Design display_channel_scheduler, sky130hd; sources not shown.
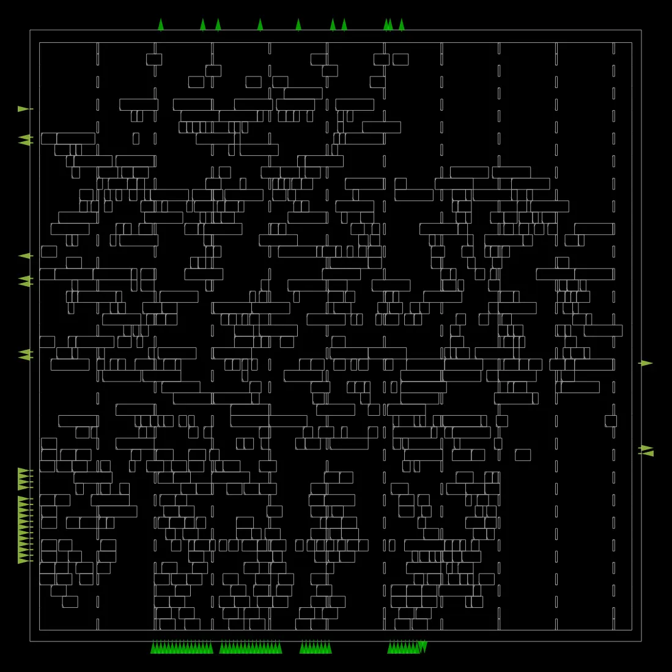
**Above:** cell placement.
Seq/total area: 33.5%
fillers: 2,133
Well Taps: 270
non-filler instance count after layout: 889

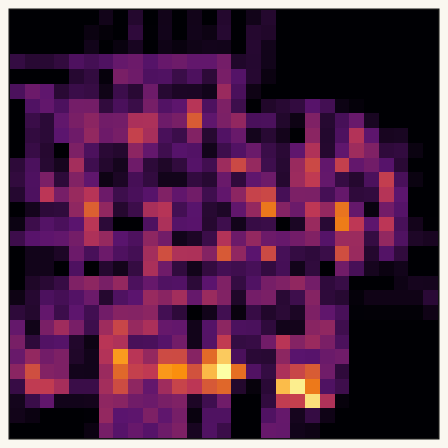
**Above:** signal metal coverage by tile.
The die is cut into 29 by 29 equal tiles; black is low, pale yellow is high, scaled to the fullest tile. Values are wire area over tile area, all layers added.
nearly empty tiles	26%
tiles over half the peak	5.7%
emptiest ninth of the die	north-east
fullest tile	0.54
mean over tiles	0.099
Detailed Route WL: 13,900 um
wire length per cell: 15.6 um
total track usage: 13.6%
vias post-DR: 4,324

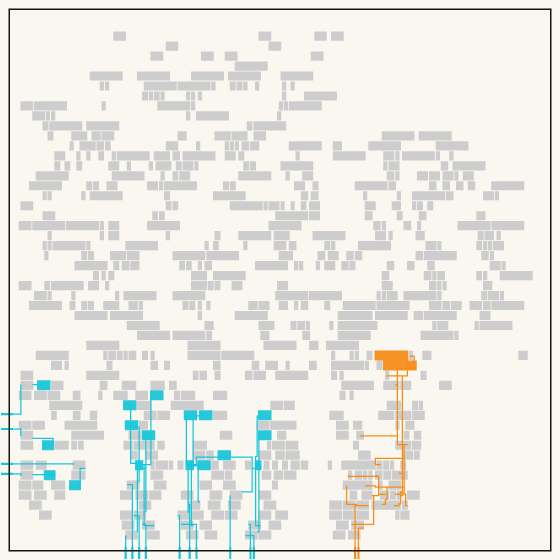
**Above:** nets reached from selected ports.
port	color	bits	direction	end cells	buffers	wire
ch1_val	cyan	14	input	17	14	445 um
disp_ch	orange	2	output	2	2	205 um
Top Ports: 87
port bufs: 86

==> impl_metrics.env <==
# physical design summary
export IMPL_status="completed"
export IMPL_nMultiInputCombCells=404
export IMPL_p_sw_share_pct=39.5
export IMPL_setup_viol=0
export IMPL_finClkSkew_ns=0.00867
export IMPL_maxPowerGroup="combinational logic"
export IMPL_p_comb_share_pct=43.7
export IMPL_fin_hold_ws_ns=0.324
export IMPL_final_max_slew_violation_count=0
export IMPL_ir_drop_mv=0.210
export IMPL_ys_sh_simple_pct=18.2
export IMPL_lay_top_cells="dfrtp_1 (86), clkdlybuf4s50_1 (85), nand2_1 (59)"
export IMPL_postCtsHoldBufs=0
export IMPL_clk_path_buf_depth=2
export IMPL_drt_iter0_markers=318
export IMPL_synth_area_mm2=0.00513
export IMPL_top_usage_layer="met2"
export IMPL_drtAntennaViolNets=0
export IMPL_most_common_cell="dfrtp_1"
export IMPL_critical_path_buf_inv_count=2
export IMPL_std_cell_rows=52
export IMPL_ys_sh_mux_pct=9.62
export IMPL_p_comb_mw=1.27
export IMPL_worst_slew_pin_slew_ns=0.952
export IMPL_cp_arrival_ns=3.95
export IMPL_grt_antenna_before_repair=0
export IMPL_cp_start_kind="input port"
export IMPL_buffers=93
export IMPL_nNonClkInverters=19
export IMPL_topCellsByArea="dfrtp_1 (42%), mux2i_1 (5.7%), xor2_1 (4.4%)"
export IMPL_logic_family="simple AND/OR/NAND/NOR gates"
export IMPL_comb_area_mm2=0.00270
export IMPL_synth_cell_types=58
export IMPL_ys_sh_aoi_pct=15.4
export IMPL_adder_share_pct=3.91
export IMPL_clkLatencyLatePin_ns=0.35
export IMPL_hold_viol=0
export IMPL_syn_to_final_growth_pct=26.7
export IMPL_m1WireLength_um=6130
export IMPL_tns_ns=0
export IMPL_grtUsageMet2_pct=23.6
export IMPL_regArea_mm2=0.00218
